==> src/rtl/datapath_pkg.sv <==
// Shared types and constants for the multi-cycle integer datapath.
// Opcodes, condition-code encodings and instruction field positions.
package datapath_pkg;

    typedef enum logic [2:0] {
        FETCH,
        DECODE,
        EXEC,
        MEM,
        WB,
        HALT
    } state_t;

    localparam logic [4:0] OP_BR   = 5'h00;
    localparam logic [4:0] OP_ADD  = 5'h01;
    localparam logic [4:0] OP_JSR  = 5'h04;
    localparam logic [4:0] OP_AND  = 5'h05;
    localparam logic [4:0] OP_LDW  = 5'h06;
    localparam logic [4:0] OP_STW  = 5'h07;
    localparam logic [4:0] OP_MOV  = 5'h09;
    localparam logic [4:0] OP_JMP  = 5'h0C;
    localparam logic [4:0] OP_JSRR = 5'h14;

    localparam logic [2:0] CC_P = 3'b100;
    localparam logic [2:0] CC_Z = 3'b010;
    localparam logic [2:0] CC_N = 3'b001;

    localparam int OP_HI    = 31;
    localparam int OP_LO    = 27;
    localparam int NZP_HI   = 26;
    localparam int NZP_LO   = 24;
    localparam int IMMF_BIT = 24;
    localparam int DST_HI   = 23;
    localparam int DST_LO   = 20;
    localparam int SRC1_HI  = 19;
    localparam int SRC1_LO  = 16;
    localparam int SRC2_HI  = 11;
    localparam int SRC2_LO  = 8;
    localparam int IMM_HI   = 15;
    localparam int IMM_LO   = 0;
    localparam int LINK_REG = 7;

endpackage

==> src/rtl/datapath_alu.sv <==
// Combinational ADD/AND/MOV unit plus write-back value and CC generation.
// LDW passes the load data through so CC is derived from the written value.
module datapath_alu
    import datapath_pkg::*;
#(
    parameter int DATA_W = 16
) (
    input  logic [4:0]        op,
    input  logic              use_imm,
    input  logic [DATA_W-1:0] src1,
    input  logic [DATA_W-1:0] src2,
    input  logic [DATA_W-1:0] imm,
    input  logic [DATA_W-1:0] load_data,
    output logic [DATA_W-1:0] result,
    output logic [2:0]        cc
);

    logic [DATA_W-1:0] opnd;

    assign opnd = use_imm ? imm : src2;

    always_comb begin
        result = '0;
        case (op)
            OP_ADD:  result = src1 + opnd;
            OP_AND:  result = src1 & opnd;
            OP_MOV:  result = opnd;
            OP_LDW:  result = load_data;
            default: result = '0;
        endcase
    end

    always_comb begin
        cc = CC_P;
        if (result[DATA_W-1])
            cc = CC_N;
        else if (result == '0)
            cc = CC_Z;
    end

endmodule

==> src/rtl/multicycle_datapath.sv <==
// Multi-cycle FETCH/DECODE/EXEC/MEM/WB datapath with req/ack memories.
// Define DATAPATH_BUS_TIMEOUT_EN to halt on a memory wait of TIMEOUT_CYC.
module multicycle_datapath
    import datapath_pkg::*;
#(
    parameter int DATA_W      = 16,
    parameter int NUM_REGS    = 8,
    parameter int PC_W        = 16,
    parameter int TIMEOUT_CYC = 64
) (
    input  logic              clk,
    input  logic              reset,
    input  logic              lock,
    output logic              imem_req,
    output logic [PC_W-1:0]   imem_addr,
    input  logic              imem_ack,
    input  logic [31:0]       imem_rdata,
    output logic              dmem_req,
    output logic              dmem_we,
    output logic [DATA_W-1:0] dmem_addr,
    output logic [DATA_W-1:0] dmem_wdata,
    input  logic              dmem_ack,
    input  logic [DATA_W-1:0] dmem_rdata,
    output logic [PC_W-1:0]   pc_out,
    output logic [2:0]        cc_out,
    output logic              retire,
    output logic              halted
);

    localparam int RI_W = $clog2(NUM_REGS);
    localparam logic [PC_W-1:0] ALIGN = {{(PC_W-2){1'b1}}, 2'b00};

    state_t state, state_nx;

    logic [31:0]       ir;
    logic [PC_W-1:0]   pc;
    logic [2:0]        cc;
    logic [DATA_W-1:0] regs [NUM_REGS];
    logic [DATA_W-1:0] s1_q, s2_q, sd_q, ea_q, mdr;
    logic              br_take;
    logic              timeout;

    logic [4:0]        op;
    logic [RI_W-1:0]   dst_i, s1_i, s2_i;
    logic [DATA_W-1:0] imm_ext;
    logic [PC_W-1:0]   off_pc, pc_plus4, pc_rel, pc_reg, pc_nx;
    logic [DATA_W-1:0] alu_res;
    logic [2:0]        alu_cc;
    logic              wr_dst, link, is_mem;

    assign op      = ir[OP_HI:OP_LO];
    assign dst_i   = RI_W'(ir[DST_HI:DST_LO]);
    assign s1_i    = RI_W'(ir[SRC1_HI:SRC1_LO]);
    assign s2_i    = RI_W'(ir[SRC2_HI:SRC2_LO]);
    assign imm_ext = DATA_W'($signed(ir[IMM_HI:IMM_LO]));
    assign off_pc  = PC_W'($signed(ir[IMM_HI:IMM_LO])) << 2;

    assign pc_plus4 = (pc + PC_W'(4)) & ALIGN;
    assign pc_rel   = (pc + off_pc) & ALIGN;
    assign pc_reg   = PC_W'(s1_q) & ALIGN;

    assign wr_dst = (op == OP_ADD) || (op == OP_AND) ||
                    (op == OP_MOV) || (op == OP_LDW);
    assign link   = (op == OP_JSR) || (op == OP_JSRR);
    assign is_mem = (op == OP_LDW) || (op == OP_STW);

    always_comb begin
        pc_nx = pc_plus4;
        case (op)
            OP_BR:   pc_nx = br_take ? pc_rel : pc_plus4;
            OP_JSR:  pc_nx = pc_rel;
            OP_JMP:  pc_nx = pc_reg;
            OP_JSRR: pc_nx = pc_reg;
            default: pc_nx = pc_plus4;
        endcase
    end

    datapath_alu #(
        .DATA_W (DATA_W)
    ) u_alu (
        .op        (op),
        .use_imm   (ir[IMMF_BIT]),
        .src1      (s1_q),
        .src2      (s2_q),
        .imm       (imm_ext),
        .load_data (mdr),
        .result    (alu_res),
        .cc        (alu_cc)
    );

`ifdef DATAPATH_BUS_TIMEOUT_EN
    localparam int TW = $clog2(TIMEOUT_CYC + 1);

    logic [TW-1:0] wcnt;
    logic          wait_on, ack_now;

    assign wait_on = ((state == FETCH) && lock) || (state == MEM);
    assign ack_now = (state == FETCH) ? imem_ack : dmem_ack;
    assign timeout = wait_on && !ack_now && (wcnt == TW'(TIMEOUT_CYC - 1));
    assign halted  = (state == HALT);

    always_ff @(posedge clk) begin
        if (reset || !wait_on || ack_now)
            wcnt <= '0;
        else
            wcnt <= wcnt + 1'b1;
    end
`else
    logic unused_timeout_cfg;

    assign unused_timeout_cfg = (TIMEOUT_CYC > 0);
    assign timeout = 1'b0;
    assign halted  = 1'b0;
`endif

    always_comb begin
        state_nx   = state;
        imem_req   = 1'b0;
        dmem_req   = 1'b0;
        dmem_we    = 1'b0;
        dmem_addr  = '0;
        dmem_wdata = '0;
        retire     = 1'b0;
        case (state)
            FETCH: begin
                if (lock) begin
                    imem_req = 1'b1;
                    if (imem_ack)
                        state_nx = DECODE;
                    else if (timeout)
                        state_nx = HALT;
                end
            end
            DECODE: state_nx = EXEC;
            EXEC:   state_nx = is_mem ? MEM : WB;
            MEM: begin
                dmem_req   = 1'b1;
                dmem_we    = (op == OP_STW);
                dmem_addr  = ea_q;
                dmem_wdata = sd_q;
                if (dmem_ack)
                    state_nx = WB;
                else if (timeout)
                    state_nx = HALT;
            end
            WB: begin
                retire   = 1'b1;
                state_nx = FETCH;
            end
            HALT:    state_nx = HALT;
            default: state_nx = FETCH;
        endcase
        // Handshakes drop in the reset cycle so a stalled access is abandoned.
        if (reset) begin
            imem_req = 1'b0;
            dmem_req = 1'b0;
            dmem_we  = 1'b0;
            retire   = 1'b0;
        end
    end

    always_ff @(posedge clk) begin
        if (reset) begin
            state   <= FETCH;
            pc      <= '0;
            cc      <= CC_Z;
            ir      <= '0;
            s1_q    <= '0;
            s2_q    <= '0;
            sd_q    <= '0;
            ea_q    <= '0;
            mdr     <= '0;
            br_take <= 1'b0;
            for (int i = 0; i < NUM_REGS; i++)
                regs[i] <= '0;
        end else begin
            state <= state_nx;
            case (state)
                FETCH: begin
                    if (lock && imem_ack)
                        ir <= imem_rdata;
                end
                DECODE: begin
                    s1_q <= regs[s1_i];
                    s2_q <= regs[s2_i];
                    sd_q <= regs[dst_i];
                end
                EXEC: begin
                    ea_q    <= s1_q + imm_ext;
                    br_take <= |(ir[NZP_HI:NZP_LO] & {cc[0], cc[1], cc[2]});
                end
                MEM: begin
                    if (dmem_ack && (op == OP_LDW))
                        mdr <= dmem_rdata;
                end
                WB: begin
                    pc <= pc_nx;
                    if (wr_dst) begin
                        regs[dst_i] <= alu_res;
                        cc          <= alu_cc;
                    end
                    if (link)
                        regs[RI_W'(LINK_REG)] <= DATA_W'(pc_plus4);
                end
                default: ;
            endcase
        end
    end

    assign imem_addr = pc;
    assign pc_out    = pc;
    assign cc_out    = cc;

endmodule
==> config.mk <==
export PLATFORM = sky130hd
export DESIGN_NAME = multicycle_datapath
export DESIGN_NICKNAME = d
export VERILOG_FILES = /design/src/rtl/datapath_pkg.sv /design/src/rtl/datapath_alu.sv /design/src/rtl/multicycle_datapath.sv
export SDC_FILE = /design/constraint.sdc
export NUM_CORES = 1
export LEC_CHECK = 0
export CORE_MARGIN = 8
export CORE_UTILIZATION = 53
export CTS_CLUSTER_DIAMETER = 60
export CTS_CLUSTER_SIZE = 10
export DETAILED_ROUTE_END_ITERATION = 6
export PLACE_DENSITY = 0.88
export SLEW_MARGIN = 0
export SYNTH_ARGS = -nofsm -noshare
export SYNTH_HDL_FRONTEND = slang
export SYNTH_SLANG_ARGS = --single-unit
==> constraint.sdc <==
create_clock -name clk -period 3.1 [get_ports clk]
set_input_delay 0.31 -clock clk [delete_from_list [all_inputs] [get_ports clk]]
set_output_delay 0.31 -clock clk [all_outputs]
set_load 0.02 [all_outputs]
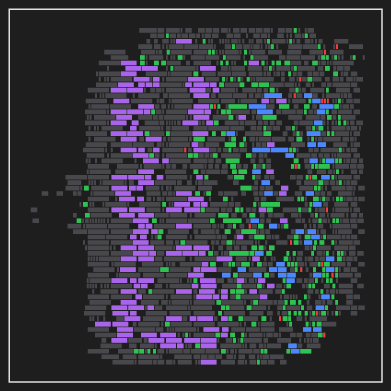
Figure 1: logic cells by family.
Scale: 2 px per um.
fa/ha/maj cells: in blue, cells 48, most used ha_1. mux cells: in purple, cells 161, most used mux4_2. inv cells: in red, cells 20, most used inv_1. aoi and oai cells: in green, cells 280, most used a21oi_1.
proportion of cell area occupied by multi-input gates: 45.24%
fin cells: 2026
leading cell type in the layout, fill and taps excluded: sky130_fd_sc_hd__nor2_1

==> changes_impl.md <==
### Changed

- Result of the run: finished with violations
- Violated checks: negative setup slack
- Area taken by flip-flops and latches: 0.006475 mm2
- Dominant combinational cell family by area after synthesis: multiplexers
- Data arrival time of the worst path: 3.64 ns
- Crit-path max cell delay: 0.38 ns
- Post-CTS Setup Repair Bufs: 8
- CP Launch Point: ir[24]
- Total clock buffers created by CTS: 34
- Portion of the post-synthesis area used by sequential elements: 42.41%
- Max FFs per register: about 130
- Multi-input gate count: around 1100
- Group drawing the most power: sequential cells
- Final Total Pwr: 10.70 mW
- Peak supply drop: 303.0 uV
- Most used routing layer: met2
- Layout clock buffers: 55
- Die ar.: between 0.03 and 0.04 mm2
- Switching Share: around 31%
- Initial drt markers: 1625
- Chip area line of the yosys report: 0.01525 mm2
- Category of the worst setup path capture point: register
- Warnings from Yosys: 0
- Synth Cell Area: 0.01525 mm2
- Area delta synth->final: 23.15%
- Setup violators final: 36
- Power Sequential: 4.20 mW
- Hold Crit Endpoint: state[0]
- Relative contribution of combinational cells to total power: 25.6%
- Drt total wl: 50450 um
- I/O pin count: ~130
- Power Clock: roughly 3.8 mW
- Init Core Util: a little over half
- Synth top area cells: sky130_fd_sc_hd__edfxtp_1 25%, sky130_fd_sc_hd__dfxtp_1 17%, sky130_fd_sc_hd__mux4_2 14%
- Minimum setup slack in the final design: -0.1300 ns
- Warning total across the stage logs: 31
- Wire length on met1: about 17000 um
- Power density over the cells: ~570 mW/mm2
- Met2 wirelength from detailed routing: 24520 um
- Cell type taking the most area: combinational gates
- Cell count after synthesis: 1460
- Count of instances resized after the clock tree is built: 27
- CTS sink count: 259
- Worst-Margin Slew: 1.053 ns
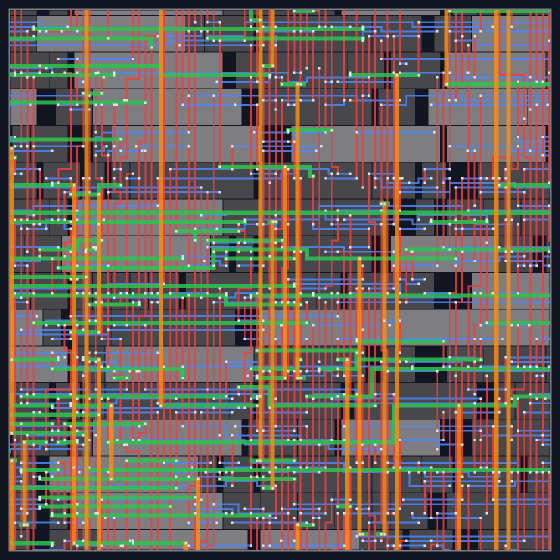
Figure 2: a small window of the routed layout.
Region (73, 110) to (113, 150) um. Cells in gray, sequential cells in the stronger gray; small squares are vias.
M3: in green. M4: in orange. M2: in red. M1: in blue.
Netlist names of flops here include `regs` (13), `s2_q` (4), `s1_q` (3). 117 logic cells have their middle in the window. Most frequent: nor2_1 (16), buf_4 (14), edfxtp_1 (13). Sequential cells in the window: 23.

No activity file was given, so power comes from the tool's default toggle rates.
